==> config.mk <==
export PLATFORM = sky130hd
export DESIGN_NAME = systolic_skew_feeder_flat
export DESIGN_NICKNAME = d
export VERILOG_FILES = /design/src/rtl/systolic_skew_feeder_if.sv /design/src/rtl/systolic_skew_feeder.sv /design/src/flat_wrapper.sv
export SDC_FILE = /design/constraint.sdc
export NUM_CORES = 1
export LEC_CHECK = 0
export CELL_PAD_IN_SITES_DETAIL_PLACEMENT = 0
export CELL_PAD_IN_SITES_GLOBAL_PLACEMENT = 1
export CORE_MARGIN = 5
export CORE_UTILIZATION = 40
export CTS_CLUSTER_DIAMETER = 50
export DETAILED_ROUTE_END_ITERATION = 16
export PLACE_DENSITY_LB_ADDON = 0.2
export SLEW_MARGIN = 20
export SYNTH_ARGS = -nofsm -noshare
export SYNTH_HDL_FRONTEND = slang
export SYNTH_SLANG_ARGS = --single-unit
export TNS_END_PERCENT = 50
==> constraint.sdc <==
create_clock -name clk_i -period 3.6 [get_ports clk_i]
set_clock_uncertainty 0.05 [all_clocks]
set_input_delay 0.72 -clock clk_i [delete_from_list [all_inputs] [get_ports clk_i]]
set_output_delay 0.72 -clock clk_i [all_outputs]
set_load 0.05 [all_outputs]
==> src/rtl/systolic_skew_feeder_if.sv <==
// Operand-load handshake and skewed stream bus for systolic_skew_feeder.
// The master side loads vectors and observes the stream; the slave side is the feeder.
interface systolic_skew_feeder_if #(
  parameter int unsigned DATA_WIDTH = 32,
  parameter int unsigned N          = 4
);

  logic                    flush_i;
  logic                    vec_valid_i;
  logic                    vec_ready_o;
  logic [N*DATA_WIDTH-1:0] vec_i;
  logic [N*DATA_WIDTH-1:0] data_o;
  logic                    valid_o;
  logic                    done_o;
  logic                    busy_o;

  // Producer of operand vectors and consumer of the skewed stream
  modport master (
    output flush_i,
    output vec_valid_i,
    output vec_i,
    input  vec_ready_o,
    input  data_o,
    input  valid_o,
    input  done_o,
    input  busy_o
  );

  // The feeder itself
  modport slave (
    input  flush_i,
    input  vec_valid_i,
    input  vec_i,
    output vec_ready_o,
    output data_o,
    output valid_o,
    output done_o,
    output busy_o
  );

endinterface

==> src/rtl/systolic_skew_feeder.sv <==
// Edge feeder for a PE systolic array: buffers an N x N operand block as N
// vectors, then streams it into one array edge with a diagonal skew where
// lane i lags lane 0 by i cycles and carries zero outside its window.
module systolic_skew_feeder #(
  parameter int unsigned DATA_WIDTH = 32,
  parameter int unsigned N          = 4
) (
  input logic                  clk_i,
  input logic                  rst_ni,
  systolic_skew_feeder_if.slave bus
);

  localparam int unsigned CW = $clog2(N) + 1;      // accept counter
  localparam int unsigned TW = $clog2(2 * N - 1);  // stream step counter
  localparam int unsigned AW = $clog2(N);          // mem row index
  localparam int unsigned VW = N * DATA_WIDTH;

  typedef enum logic [1:0] {
    S_LOAD   = 2'd0,
    S_STREAM = 2'd1,
    S_DONE   = 2'd2
  } state_e;

  state_e                state_q;
  logic [CW-1:0]         cnt_q;
  logic [TW-1:0]         t_q;
  logic [DATA_WIDTH-1:0] mem_q [N][N];
  logic [VW-1:0]         data_q;
  logic                  valid_q;
  logic                  done_q;
  logic [VW-1:0]         skew_d;

  // Handshake status is a direct decode of the state
  assign bus.vec_ready_o = (state_q == S_LOAD);
  assign bus.busy_o      = (state_q != S_LOAD);

  assign bus.data_o  = data_q;
  assign bus.valid_o = valid_q;
  assign bus.done_o  = done_q;

  // Diagonal selection: lane i shows row (t - i) while that row index is in range
  always_comb begin
    skew_d = '0;
    for (int i = 0; i < int'(N); i++) begin
      if ((int'(t_q) >= i) && (int'(t_q) < i + int'(N))) begin
        skew_d[i*DATA_WIDTH +: DATA_WIDTH] = mem_q[AW'(int'(t_q) - i)][AW'(i)];
      end
    end
  end

  // Load / stream / done sequencing with registered stream outputs
  always_ff @(posedge clk_i or negedge rst_ni) begin
    if (!rst_ni) begin
      state_q <= S_LOAD;
      cnt_q   <= '0;
      t_q     <= '0;
      data_q  <= '0;
      valid_q <= 1'b0;
      done_q  <= 1'b0;
      for (int k = 0; k < int'(N); k++) begin
        for (int i = 0; i < int'(N); i++) begin
          mem_q[k][i] <= '0;
        end
      end
    end else if (bus.flush_i) begin
      // Abort wins over everything; buffered rows are simply left stale
      state_q <= S_LOAD;
      cnt_q   <= '0;
      t_q     <= '0;
      data_q  <= '0;
      valid_q <= 1'b0;
      done_q  <= 1'b0;
    end else begin
      case (state_q)
        S_LOAD: begin
          data_q  <= '0;
          valid_q <= 1'b0;
          done_q  <= 1'b0;
          if (bus.vec_valid_i) begin
            for (int i = 0; i < int'(N); i++) begin
              mem_q[cnt_q[AW-1:0]][i] <= bus.vec_i[i*DATA_WIDTH +: DATA_WIDTH];
            end
            if (cnt_q == CW'(N - 1)) begin
              cnt_q   <= '0;
              t_q     <= '0;
              state_q <= S_STREAM;
            end else begin
              cnt_q <= cnt_q + CW'(1);
            end
          end
        end

        S_STREAM: begin
          data_q  <= skew_d;
          valid_q <= 1'b1;
          done_q  <= 1'b0;
          t_q     <= t_q + TW'(1);
          if (t_q == TW'(2 * N - 2)) begin
            state_q <= S_DONE;
          end
        end

        S_DONE: begin
          data_q  <= '0;
          valid_q <= 1'b0;
          done_q  <= 1'b1;
          t_q     <= '0;
          state_q <= S_LOAD;
        end

        default: begin
          state_q <= S_LOAD;
          cnt_q   <= '0;
          t_q     <= '0;
          data_q  <= '0;
          valid_q <= 1'b0;
          done_q  <= 1'b0;
        end
      endcase
    end
  end

endmodule

==> src/flat_wrapper.sv <==
// flat-port wrapper written by rule: the top's interface ports become plain ports
module systolic_skew_feeder_flat 
#(
  parameter int unsigned DATA_WIDTH = 32,
  parameter int unsigned N          = 4
)
  (clk_i, rst_ni, bus_flush_i, bus_vec_valid_i, bus_vec_i, bus_vec_ready_o, bus_data_o, bus_valid_o, bus_done_o, bus_busy_o);
  systolic_skew_feeder_if #(.DATA_WIDTH(DATA_WIDTH), .N(N)) bus_i ();
  input logic clk_i;
  input logic rst_ni;
  input wire logic [$bits(bus_i.flush_i)-1:0] bus_flush_i;
  input wire logic [$bits(bus_i.vec_valid_i)-1:0] bus_vec_valid_i;
  input wire logic [$bits(bus_i.vec_i)-1:0] bus_vec_i;
  output wire logic [$bits(bus_i.vec_ready_o)-1:0] bus_vec_ready_o;
  output wire logic [$bits(bus_i.data_o)-1:0] bus_data_o;
  output wire logic [$bits(bus_i.valid_o)-1:0] bus_valid_o;
  output wire logic [$bits(bus_i.done_o)-1:0] bus_done_o;
  output wire logic [$bits(bus_i.busy_o)-1:0] bus_busy_o;
  assign bus_i.flush_i = bus_flush_i;
  assign bus_i.vec_valid_i = bus_vec_valid_i;
  assign bus_i.vec_i = bus_vec_i;
  assign bus_vec_ready_o = bus_i.vec_ready_o;
  assign bus_data_o = bus_i.data_o;
  assign bus_valid_o = bus_i.valid_o;
  assign bus_done_o = bus_i.done_o;
  assign bus_busy_o = bus_i.busy_o;
  systolic_skew_feeder #(.DATA_WIDTH(DATA_WIDTH), .N(N)) u_core (.clk_i(clk_i), .rst_ni(rst_ni), .bus(bus_i));
endmodule
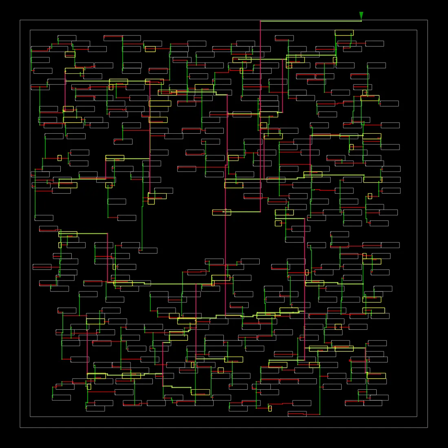
(images/final_clocks.png)
Late-Pin Clk Latency: 0.53 ns
TritonCTS Buffers: 41
clkbuf count: 54
Seq Cell Count: 330

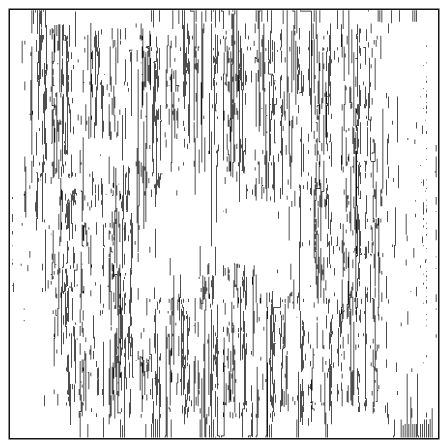
(images/met2.png)
nets with wire on the layer	1018
longest straight run	75.1 um
wire length on this layer	14500 um
share of all routed wire	48%
main direction	vertical

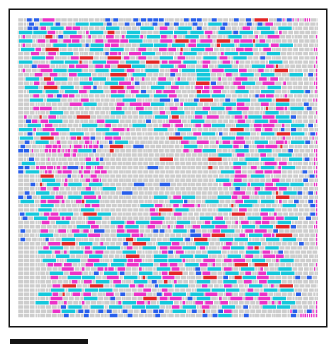
(images/cell_classes.png)
The bar under the picture is 50 um long. Fill, decap, tap and diode cells in grey.
colour	class	cells
blue	other buffers and delay cells	158
cyan	flip-flops	330
red	clock drivers and dummy loads	71
magenta	all other logic	502

==> flow_summary.json <==
{
  "whs_ns": 0.0880,
  "ys_cells": 879,
  "synth_cell_types": 37,
  "rows": 71,
  "clock-sinks": 330,
  "seq_share_pct": 46.2,
  "worstReg2RegEnd": "u_core.mem_q[375]",
  "top_cell": "dfrtp_1",
  "viasPerCell": 4.87,
  "routedWlPerCell_um": 19.7,
  "comb_cells": 494,
  "syn_inst": 879,
  "combGateArea_mm2": 0.00605,
  "grt_pass1_wl_um": 48600,
  "dp.cells": 1464,
  "track_usage_pct": 14.8,
  "synth_area_per_cell_um2": 17.0,
  "antenna_found_initial": 1,
  "netlist_area_mm2": 0.0150,
  "common_cells": "dfrtp_1, mux2_4, mux2_1",
  "yosysSeqAreaShare_pct": 55.1,
  "adder_share_pct": 0.835,
  "power_mw": 13.2,
  "timing.final.crit_share_pct": 81.0,
  "max-clock-path-buffers": 3,
  "fin_cells": 1535,
  "tritoncts": "yes",
  "dominant_cells": "sequential cells",
  "regArea_mm2": 0.00826,
  "area_delta_synth_final_pct": 19.2,
  "setup_viol": 0,
  "ctsResizeCount": 0,
  "required_ns": 2.83,
  "met2_usage_pct": 23.9,
  "cts_setup_buffers": 0,
  "cpPeakStageDelay_ns": 0.85,
  "ys_top_logic_family": "multiplexers",
  "maxSlewHeadroom_pct": 45.4,
  "crit_path_end": "bus_vec_ready_o",
  "die_area_mm2": 0.0414,
  "ys_sh_aoi_pct": 0.493,
  "dpl.hpwl_um": 18100,
  "drc_errors": 0,
  "worst_setup_path_start_kind": "register",
  "fp_util_pct": 40.2,
  "cp-end-kind": "output pin",
  "status": "finished clean",
  "grt_max_degree": 98,
  "htree_num_levels": 2,
  "n_fill_cell": 3202,
  "io_pins": 264,
  "fin_nets": 1175,
  "gr-total-overflow": 0,
  "slew_viol_final": 0,
  "top_cells_by_area": "dfrtp_1, mux2_4, mux4_2",
  "seq_power_share_pct": 43.9,
  "mux_share_pct": 33.6,
  "layout-drive-gt1-share_pct": 32.7,
  "async_flop_share_pct": 100,
  "signal_buffers": 158,
  "simple_gate_share_pct": 3.78,
  "fin_crit_ns": 2.92,
  "coreArea_mm2": 0.0373,
  "ys_area_mm2": 0.0150,
  "ys_ff": 330,
  "grt_busiest_layer": "met2",
  "powerDensity_mw_per_mm2": 740,
  "taps": 474,
  "clockRootBuffer": "clkbuf_16",
  "p_sw_share_pct": 25.4,
  "min_path_type": "in2async",
  "drt-initial-drc-count": 265,
  "buf_share_pct": 9.19,
  "vias": 7469,
  "antenna_cells": 0,
  "rsz0062_at_grt": "false",
  "cap_violations": 0,
  "p_leak_nw": 8.46,
  "cts-hold-fix-buffers": 0,
  "ff2ff_path_depth": 6,
  "ant_nets": 0,
  "crit_fanout": 6,
  "crit_chain": "inv_1 > ha_1 > clkdlybuf4s50_1"
}
[stage by stage]
stage          cell area (um^2)  utilization (%)
2_1_floorplan             15200                -
3_3_place_gp              16600             44.4
3_5_place_dp              16600             44.4
4_1_cts                   17900             47.9
5_1_grt                   17900             47.9
6_report                  17900             47.9
[placed cells by master (no fill, tap or decap), types with 2 or more instances in the layout]
cell,count
and3b_1,2
buf_12,9
buf_4,14
bufinv_16,2
clkbuf_1,7
clkbuf_16,41
clkbuf_8,6
clkdlybuf4s50_1,134
clkinv_2,8
clkinv_4,3
clkinvlp_4,2
conb_1,64
dfrtp_1,328
ha_1,9
inv_1,7
inv_6,2
mux2_1,72
mux2_2,5
mux2_4,180
mux2i_1,3
mux4_2,64
nand2_4,3
nand2b_1,5
nand3_1,2
nor2_1,2
nor2b_1,66
[critical path, delay by kind of cell (launching register included)]
kind / cells / cell delay, ns
buffers and inverters: 2 / 0.96
adder cells (fa/ha/maj): 1 / 0.28
flip-flops: 1 / 0.39
[power by group through the flow]
stage / Clock [mW] / Sequential, mW / Combinational (mW)
after floorplan: 0 / 5.66 / 3.02
after global placement: 0 / 5.83 / 3.45
after detailed placement: 0 / 5.83 / 3.53
after CTS: 4.05 / 5.81 / 3.53
after global routing: 4.22 / 5.98 / 3.74
final: 3.94 / 5.81 / 3.48
[metal layers]
metal	share of wire [%]	vias up
met5	0.043	-
met4	1.8	2
met3	4.3	40
met2	48	153
met1	46	3960
li1	-	3314
[registers in the layout, indices dropped and copies added, names as in the netlist]
signal / cells
u_core.mem_q: 256
u_core.bus.data_o: 64
u_core.cnt_q: 3
u_core.t_q: 3
u_core.state_q: 2
u_core.bus.done_o: 1
u_core.bus.valid_o: 1
